run_1/metal_stack.png
Scale: 3 px per um. Only two layers are drawn.
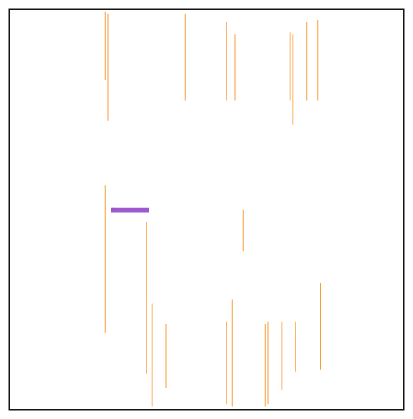
run_1/gate_families.png
Scale: 4 px per um.
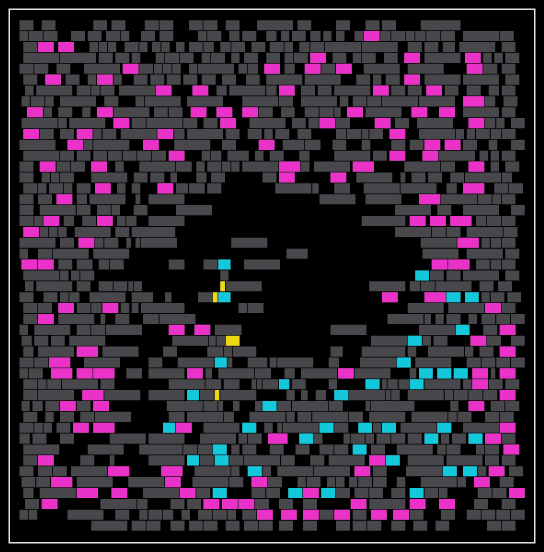
run_1/final_congestion.png
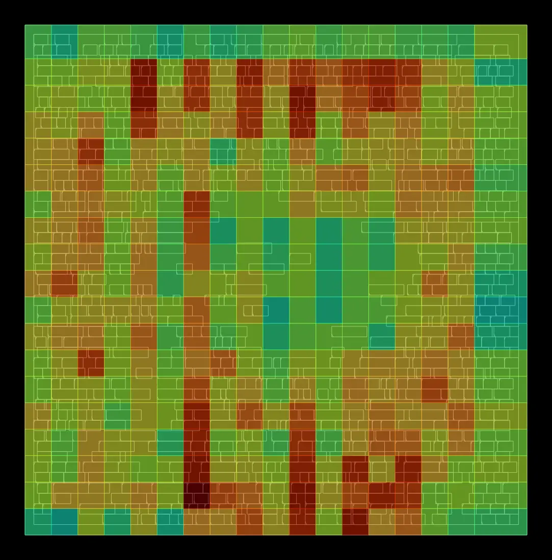
### src/rtl/memory_router.sv
// memory_router: registered router from one core memory port to REGION_COUNT target ports.
// Optional target watchdog: define MEMORY_ROUTER_TIMEOUT_EN.
module memory_router #(
  parameter int unsigned REGION_ADDRESS_WIDTH = 28,
  parameter int unsigned REGION_COUNT         = 2,
  parameter int unsigned TIMEOUT_CYCLES       = 255
) (
  input  logic                                         clk,
  input  logic                                         rst,
  input  logic [31:0]                                  coreAddress,
  input  logic [3:0]                                   coreByteSelect,
  input  logic                                         coreWriteEnable,
  input  logic                                         coreReadEnable,
  input  logic [31:0]                                  coreDataWrite,
  output logic [31:0]                                  coreDataRead,
  output logic                                         coreBusy,
  output logic                                         coreError,
  output logic [31:0]                                  errorAddress,
  output logic [REGION_COUNT*REGION_ADDRESS_WIDTH-1:0] targetAddress,
  output logic [REGION_COUNT*4-1:0]                    targetByteSelect,
  output logic [REGION_COUNT-1:0]                      targetWriteEnable,
  output logic [REGION_COUNT-1:0]                      targetReadEnable,
  output logic [REGION_COUNT*32-1:0]                   targetDataWrite,
  input  logic [REGION_COUNT*32-1:0]                   targetDataRead,
  input  logic [REGION_COUNT-1:0]                      targetBusy
);

  localparam int unsigned AW    = REGION_ADDRESS_WIDTH;
  localparam int unsigned IDX_W = 32 - AW;

  typedef enum logic [1:0] {IDLE, ACTIVE, RESPOND} state_e;

  typedef struct packed {
    logic [AW-1:0] addr;
    logic [3:0]    bsel;
    logic          we;
    logic          re;
    logic [31:0]   wdata;
  } req_t;

  state_e           state_q, state_d;
  req_t             req_q, req_d;
  logic [IDX_W-1:0] idx_q, idx_d;
  logic [31:0]      rdata_q, rdata_d;
  logic             err_q, err_d;
  logic [31:0]      err_addr_q, err_addr_d;

  logic             core_req;
  logic [IDX_W-1:0] core_idx;
  logic             core_mapped;
  logic             sel_busy;
  logic [31:0]      sel_rdata;
  logic             timeout;
  logic [31:0]      timeout_addr;

  assign core_req    = coreReadEnable | coreWriteEnable;
  assign core_idx    = coreAddress[31:AW];
  assign core_mapped = 33'(core_idx) < 33'(REGION_COUNT);

  // Busy and read data of the latched target.
  always_comb begin
    sel_busy  = 1'b0;
    sel_rdata = '0;
    for (int unsigned i = 0; i < REGION_COUNT; i++) begin
      if (33'(idx_q) == 33'(i)) begin
        sel_busy  = targetBusy[i];
        sel_rdata = targetDataRead[i*32 +: 32];
      end
    end
  end

`ifdef MEMORY_ROUTER_TIMEOUT_EN
  localparam int unsigned CNT_RAW = $clog2(TIMEOUT_CYCLES + 1);
  localparam int unsigned CNT_W   = (CNT_RAW < 8) ? 8 : ((CNT_RAW > 32) ? 32 : CNT_RAW);

  logic [CNT_W-1:0] cnt_q, cnt_d;
  logic [31:0]      addr_full_q, addr_full_d;

  // Counter is held at zero in IDLE so every ACTIVE phase starts from zero.
  always_comb begin
    cnt_d       = cnt_q;
    addr_full_d = addr_full_q;
    timeout     = 1'b0;
    if (state_q == IDLE) begin
      cnt_d = '0;
      if (core_req) addr_full_d = coreAddress;
    end else if (state_q == ACTIVE && sel_busy) begin
      cnt_d   = cnt_q + CNT_W'(1);
      timeout = (cnt_d == CNT_W'(TIMEOUT_CYCLES));
    end
  end

  always_ff @(posedge clk or posedge rst) begin
    if (rst) begin
      cnt_q       <= '0;
      addr_full_q <= '0;
    end else begin
      cnt_q       <= cnt_d;
      addr_full_q <= addr_full_d;
    end
  end

  assign timeout_addr = addr_full_q;
`else
  logic unused_timeout_cfg;
  assign unused_timeout_cfg = ^32'(TIMEOUT_CYCLES);
  assign timeout            = 1'b0;
  assign timeout_addr       = '0;
`endif

  // Next-state logic and transaction capture.
  always_comb begin
    state_d    = state_q;
    req_d      = req_q;
    idx_d      = idx_q;
    rdata_d    = rdata_q;
    err_d      = err_q;
    err_addr_d = err_addr_q;
    case (state_q)
      IDLE: begin
        if (core_req) begin
          req_d.addr  = coreAddress[AW-1:0];
          req_d.bsel  = coreByteSelect;
          req_d.we    = coreWriteEnable;
          req_d.re    = coreReadEnable;
          req_d.wdata = coreDataWrite;
          idx_d       = core_idx;
          if (core_mapped) begin
            state_d = ACTIVE;
          end else begin
            err_d      = 1'b1;
            rdata_d    = '0;
            err_addr_d = coreAddress;
            state_d    = RESPOND;
          end
        end
      end
      ACTIVE: begin
        if (!sel_busy) begin
          rdata_d = sel_rdata;
          err_d   = 1'b0;
          state_d = RESPOND;
        end else if (timeout) begin
          rdata_d    = '0;
          err_d      = 1'b1;
          err_addr_d = timeout_addr;
          state_d    = RESPOND;
        end
      end
      RESPOND: state_d = IDLE;
      default: state_d = IDLE;
    endcase
  end

  always_ff @(posedge clk or posedge rst) begin
    if (rst) begin
      state_q    <= IDLE;
      req_q      <= '0;
      idx_q      <= '0;
      rdata_q    <= '0;
      err_q      <= 1'b0;
      err_addr_q <= '0;
    end else begin
      state_q    <= state_d;
      req_q      <= req_d;
      idx_q      <= idx_d;
      rdata_q    <= rdata_d;
      err_q      <= err_d;
      err_addr_q <= err_addr_d;
    end
  end

  // Only the latched target's slice is driven, and only while ACTIVE.
  always_comb begin
    targetAddress     = '0;
    targetByteSelect  = '0;
    targetWriteEnable = '0;
    targetReadEnable  = '0;
    targetDataWrite   = '0;
    if (state_q == ACTIVE) begin
      for (int unsigned i = 0; i < REGION_COUNT; i++) begin
        if (33'(idx_q) == 33'(i)) begin
          targetAddress[i*AW +: AW]   = req_q.addr;
          targetByteSelect[i*4 +: 4]  = req_q.bsel;
          targetWriteEnable[i]        = req_q.we;
          targetReadEnable[i]         = req_q.re;
          targetDataWrite[i*32 +: 32] = req_q.wdata;
        end
      end
    end
  end

  always_comb begin
    coreBusy = 1'b0;
    case (state_q)
      IDLE:    coreBusy = core_req;
      ACTIVE:  coreBusy = 1'b1;
      default: coreBusy = 1'b0;
    endcase
  end

  assign coreDataRead = (state_q == RESPOND) ? rdata_q : '0;
  assign coreError    = (state_q == RESPOND) & err_q;
  assign errorAddress = err_addr_q;

endmodule
### config.mk
export PLATFORM = sky130hd
export DESIGN_NAME = memory_router
export DESIGN_NICKNAME = d
export VERILOG_FILES = /design/src/rtl/memory_router.sv
export SDC_FILE = /design/constraint.sdc
export NUM_CORES = 1
export LEC_CHECK = 0
export CAP_MARGIN = 20
export CORE_AREA = 2 2 129 131
export CTS_BUF_LIST = sky130_fd_sc_hd__clkbuf_16
export CTS_CLUSTER_SIZE = 10
export DETAILED_ROUTE_END_ITERATION = 12
export DIE_AREA = 0 0 131 133
export GPL_TIMING_DRIVEN = 0
export PLACE_DENSITY = 0.9
export SLEW_MARGIN = 0
export SYNTH_ARGS = -nofsm -noshare
export SYNTH_HDL_FRONTEND = slang
export SYNTH_SLANG_ARGS = --single-unit
export TNS_END_PERCENT = 10
### constraint.sdc
create_clock -name clk -period 14.91 [get_ports clk]
set_input_delay 3.7275 -clock clk [delete_from_list [all_inputs] [get_ports clk]]
set_output_delay 3.7275 -clock clk [all_outputs]
set_load 0.02 [all_outputs]
==> flow_summary_export.csv, run 1 <==
group,metric,value,unit
status,status,"complete, no violations",
finish,numSequentialCells,137,
synthesis,yosysSeqAreaShare,49.5,%
finish,clkbuf_count,17,
clocking,numCtsBuffers,17,
final_timing,fmax,112,MHz
placement,place_area,10600,um2
clocking,cts_resized,0,
global_routing,grt_max_degree,80,
critical_path,crit_path_max_fanout,4,
global_routing,overflow,0,
power_and_ir_drop,clkPwrFrac,35.4,%
routing,drtIter0Drc,183,
synthesis,most_common_cell,"dfrtp_1",
die,io_pins,336,
routing,drc,0,
clocking,cts_max_level,4,
finish,seq_area,3430,um2
finish,largest_reg_flops,66,
critical_path,crit_cells,5,
critical_path,criticalPathCategory,"in2out",
clocking,cts_root_buf,"clkbuf_16",
power_and_ir_drop,power_frac_comb,26.5,%
global_routing,grt_pass1_wl,32500,um
routing,num_vias,5623,
finish,inverters,1,
synthesis,syn-cell-area,6920,um2
die,core,16200,um2
placement,dp_hpwl,16400,um
power_and_ir_drop,pg_seq,507,uW
routing,via_per_inst,5.01,
synthesis,synthXorXnorAreaFrac,0,%
power_and_ir_drop,power_leakage,0.00468,uW
routing,ant_nets,0,
power_and_ir_drop,p_int,965,uW
synthesis,yosys.area_share.simple,17.8,%
synthesis,ff_type,"dfrtp_1",
synthesis,synthAdderAreaFrac,0,%
placement,pre_cts_ws,5970,ps
critical_path,r2r_cells,4,
clocking,cts_tree,"done",
finish,clkCellAreaFrac,5.82,%
power_and_ir_drop,ir_drop,73.8,uV
synthesis,synth.comb.largest_family,"multiplexers",
synthesis,aoi_share,5.73,%
power_and_ir_drop,seqPwrFrac,38.2,%
synthesis,synthArstFlopShare,100,%
finish,n_fill_cell,1172,
finish,nNetsFinal,1028,
placement,gp_congestion,0.821,
critical_path,crit_path_max_incr_delay,640,ps
power_and_ir_drop,power.density,118,nW/um2
final_timing,fin_skew,7.37,ps
critical_path,reg2reg_setup_slack,13180,ps
die,nWellTaps,220,
power_and_ir_drop,pg_clk,469,uW
synthesis,yosysChipArea,6920,um2
global_routing,grt_pass1_vias,6000,
power_and_ir_drop,sw_frac_of_total,27.3,%
finish,fin_area,11200,um2
finish,most-common-layout-cells,"335 x clkdlybuf4s50_1, 137 x dfrtp_1, 126 x and2_1",
routing,route.met3.wl,1770,um
clocking,insertion_delay,400,ps
final_timing,whs,485,ps
die,fp_util,42.8,%
global_routing,antenna_found_initial,1,
finish,layout-drive-gt1-share,26.6,%
synthesis,topCellsByArea,"dfrtp_1 50%, mux2_2 18%, and2_1 11%",
die,dieArea,17400,um2
finish,largest_cell_class,"buffers",
synthesis,enable_flop_cells,0,
placement,numPortBuffers,335,
synthesis,fp_nets,673,
final_timing,period_used_share,59.9,%
critical_path,path_buffers,2,
finish,seq-cell-share,30.5,%
die,rows,47,
final_timing,hold_viol_final,0,
Back to the opening pictures, metal_stack.png:
legend:
  met4:
    colour: orange
    wire_length: 592 um
  met5:
    colour: purple
    wire_length: 11.0 um
total track usage: 24.7%
routed wire length: 21400 um

Back to the opening pictures, gate_families.png:
legend:
  NAND gates:
    colour: yellow
    cells: 4
    most_used: nand2_1
    where: middle
  AND-OR and OR-AND gates:
    colour: cyan
    cells: 39
    most_used: a32o_1
  multiplexers:
    colour: magenta
    cells: 130
    most_used: mux2_2
    where: all over the die
combinational share of cell area: 28.2%
Cell Count, Final, Fillers Out: 1122
Top cell excl fill/tap: clkdlybuf4s50_1

Back to the opening pictures, final_congestion.png:
Most Crowded Layer GR: met2
met3 usage in global routing: 7.97%
routed length per instance: 19.1 um
grt met1 use: 27.7%

==> run 1 -> run 2 <==
--- a/config.mk
+++ b/config.mk
@@ -6,13 +6,13 @@
 export NUM_CORES = 1
 export LEC_CHECK = 0
 export CAP_MARGIN = 20
-export CORE_AREA = 2 2 129 131
+export CORE_ASPECT_RATIO = 1.2
+export CORE_UTILIZATION = 37
 export CTS_BUF_LIST = sky130_fd_sc_hd__clkbuf_16
 export CTS_CLUSTER_SIZE = 10
 export DETAILED_ROUTE_END_ITERATION = 12
-export DIE_AREA = 0 0 131 133
 export GPL_TIMING_DRIVEN = 0
-export PLACE_DENSITY = 0.9
+export PLACE_DENSITY = 0.82
 export SLEW_MARGIN = 0
 export SYNTH_ARGS = -nofsm -noshare
 export SYNTH_HDL_FRONTEND = slang
==> constraint.sdc (replaced) <==
create_clock -name clk -period 7.7 [get_ports clk]
set_input_delay 1.925 -clock clk [delete_from_list [all_inputs] [get_ports clk]]
set_output_delay 1.925 -clock clk [all_outputs]
set_load 0.02 [all_outputs]
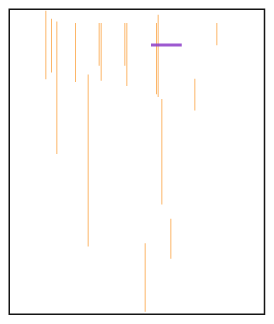
run_2/metal_stack.png
Scale: 2 px per um. Only two layers are drawn.
legend:
  met4:
    colour: orange
    wire_length: 552 um
  met5:
    colour: purple
    wire_length: 13.8 um
total track usage: 22.5%
vias: 5472
routed length per instance: 18.3 um
routed wire length: 20700 um

==> flow_summary_export.csv, run 2 <==
group,metric,value,unit
status,status,"complete, no violations",
clocking,cts_resized,0,
finish,clkbuf_count,17,
clocking,cts_max_level,4,
finish,fin_cells,1127,
global_routing,groute.layer.met3.usage,5.74,%
synthesis,yosys.area_share.simple,17.8,%
critical_path,crit_cells,5,
finish,numSequentialCells,137,
finish,most-common-layout-cells,"335 x clkdlybuf4s50_1, 137 x dfrtp_1, 126 x and2_1",
clocking,insertion_delay,410,ps
power_and_ir_drop,power_leakage,0.00466,uW
routing,route.met3.wl,1240,um
synthesis,enable_flop_cells,0,
finish,layout-drive-gt1-share,26.6,%
synthesis,topCellsByArea,"dfrtp_1 50%, mux2_2 18%, and2_1 11%",
synthesis,fp_nets,673,
final_timing,fin_skew,5.84,ps
global_routing,grt_pass1_wl,33000,um
finish,inverters,1,
die,rows,54,
power_and_ir_drop,seqPwrFrac,39.7,%
synthesis,synthXorXnorAreaFrac,0,%
final_timing,whs,472,ps
power_and_ir_drop,pg_seq,976,uW
routing,ant_nets,0,
finish,seq-cell-share,30.7,%
final_timing,hold_viol_final,0,
synthesis,yosysChipArea,6920,um2
finish,lay_top_count,"clkdlybuf4s50_1",
finish,fin_area,11200,um2
synthesis,synthAdderAreaFrac,0,%
finish,comb-cell-share,28.4,%
routing,via_per_inst,4.86,
synthesis,aoi_share,5.73,%
finish,nNetsFinal,1028,
clocking,cts_tree,"done",
finish,largest_cell_class,"buffers",
finish,seq_area,3430,um2
finish,n_fill_cell,1516,
final_timing,period_used_share,69.1,%
critical_path,path_buffers,2,
power_and_ir_drop,clkPwrFrac,32.8,%
routing,drtIter0Drc,205,
die,io_pins,336,
power_and_ir_drop,p_int,1770,uW
synthesis,syn-cell-area,6920,um2
synthesis,ff_type,"dfrtp_1",
die,nWellTaps,224,
die,fp_util,37.9,%
critical_path,reg2reg_setup_slack,5990,ps
synthesis,synthArstFlopShare,100,%
placement,dp_hpwl,15800,um
placement,pre_cts_ws,2360,ps
power_and_ir_drop,sw_frac_of_total,28.1,%
global_routing,overflow,0,
placement,numPortBuffers,335,
critical_path,crit_path_max_fanout,4,
global_routing,use_met1,25.2,%
global_routing,grt.busiest_layer,"met2",
critical_path,crit_path_max_incr_delay,640,ps
clocking,cts_root_buf,"clkbuf_16",
finish,clkCellAreaFrac,5.23,%
power_and_ir_drop,ir_drop,125,uV
global_routing,grt_pass1_vias,5905,
global_routing,grt_max_degree,94,
placement,place_area,10600,um2
critical_path,criticalPathCategory,"in2out",
synthesis,yosysSeqAreaShare,49.5,%
die,core,18200,um2
==> run 2 -> run 3 <==
==> constraint.sdc (replaced) <==
create_clock -name clk -period 4.7 [get_ports clk]
set_input_delay 1.175 -clock clk [delete_from_list [all_inputs] [get_ports clk]]
set_output_delay 1.175 -clock clk [all_outputs]
set_load 0.02 [all_outputs]
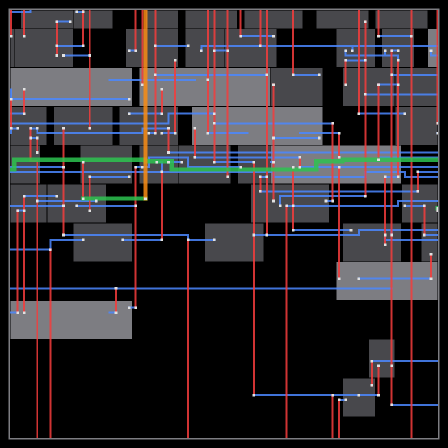
run_3/zoom.png
Region (48, 91) to (78, 121) um. Cells in grey, sequential cells in the stronger grey; small squares are vias.
legend:
  met1:
    colour: blue
  met4:
    colour: orange
  met2:
    colour: red
  met3:
    colour: green
cells with their middle in the window: 32
most frequent: clkdlybuf4s50_1 (8), mux2_2 (6), dfrtp_1 (6)
sequential cells in the window: 6
netlist names of flops here include: req_q (4), errorAddress (2)

==> flow_summary_export.csv, run 3 <==
group,metric,value,unit
finish,nNetsFinal,1030,
clocking,cts_sinks,137,
global_routing,grt_pass1_wl,33100,um
synthesis,synthXorXnorAreaFrac,0,%
synthesis,ys_warn_count,0,
global_routing,grt_pass1_vias,5892,
global_routing,grt_max_degree,39,
synthesis,yosys.area_share.simple,17.8,%
finish,numSequentialCells,137,
finish,clkCellAreaFrac,5.23,%
clocking,cts_tree,"done",
die,nWellTaps,224,
critical_path,reg2reg_setup_slack,2990,ps
synthesis,fp_nets,673,
power_and_ir_drop,seqPwrFrac,39.5,%
routing,via_per_inst,4.88,
status,status,"complete, no violations",
finish,logic_gates,355,
die,io_pins,336,
finish,lay_top_count,"clkdlybuf4s50_1",
routing,route.met3.wl,1350,um
final_timing,period_used_share,83.5,%
global_routing,grt_usage,22.6,%
clocking,insertion_delay,420,ps
die,rows,54,
placement,pre_cts_ws,857,ps
hold_path,min-delay-start,"err_q$_DFFE_PP0P_",
power_and_ir_drop,clkPwrFrac,33.0,%
final_timing,fin_skew,7.92,ps
power_and_ir_drop,power.density,360,nW/um2
routing,ant_nets,0,
power_and_ir_drop,p_int,2900,uW
routing,num_vias,5506,
placement,numPortBuffers,335,
routing,routedWlPerCell,18.4,um
power_and_ir_drop,power_leakage,0.00466,uW
finish,layout-drive-gt1-share,26.6,%
critical_path,criticalPathCategory,"reg2out",
synthesis,syn_area_per_cell,12.9,um2
finish,fin_area,11200,um2
finish,seq_area,3430,um2
finish,fin_cells,1129,
placement,dp_hpwl,16000,um
finish,area_growth,61.9,%
critical_path,crit_cells,5,
finish,largest_cell_class,"buffers",
clocking,cts_root_buf,"clkbuf_16",
finish,n_fill_cell,1466,
clocking,cts_resized,0,
finish,clkbuf_count,17,
critical_path,crit_path_max_incr_delay,610,ps
placement,gp_congestion,0.793,
synthesis,aoi_share,5.73,%
finish,comb-cell-share,28.3,%
placement,place_area,10600,um2
routing,wl,20800,um
finish,most-common-layout-cells,"335 x clkdlybuf4s50_1, 137 x dfrtp_1, 126 x and2_1",
routing,drtIter0Drc,199,
critical_path,required,3520,ps
synthesis,synthAdderAreaFrac,0,%
power_and_ir_drop,sw_frac_of_total,28.2,%
clocking,cts_max_level,4,
critical_path,crit_path_max_fanout,10,
synthesis,mux_share,22.2,%
synthesis,syn-cell-area,6920,um2
global_routing,use_met1,25.5,%
global_routing,groute.layer.met3.usage,6.76,%
synthesis,yosysSeqAreaShare,49.5,%
clocking,numCtsBuffers,17,
global_routing,overflow,0,
final_timing,hold_viol_final,0,
critical_path,path_buffers,2,
synthesis,synthArstFlopShare,100,%
synthesis,ff_type,"dfrtp_1",
power_and_ir_drop,ir_drop,214,uV
die,die_w,127,um
finish,inverters,1,
finish,buffers,380,
synthesis,topCellsByArea,"dfrtp_1 50%, mux2_2 18%, and2_1 11%",
power_and_ir_drop,pg_seq,1600,uW
finish,largest-register,"req_q",
final_timing,whs,482,ps
die,core,18200,um2
finish,seq-cell-share,30.6,%
No activity file was given, so power comes from the tool's default toggle rates.
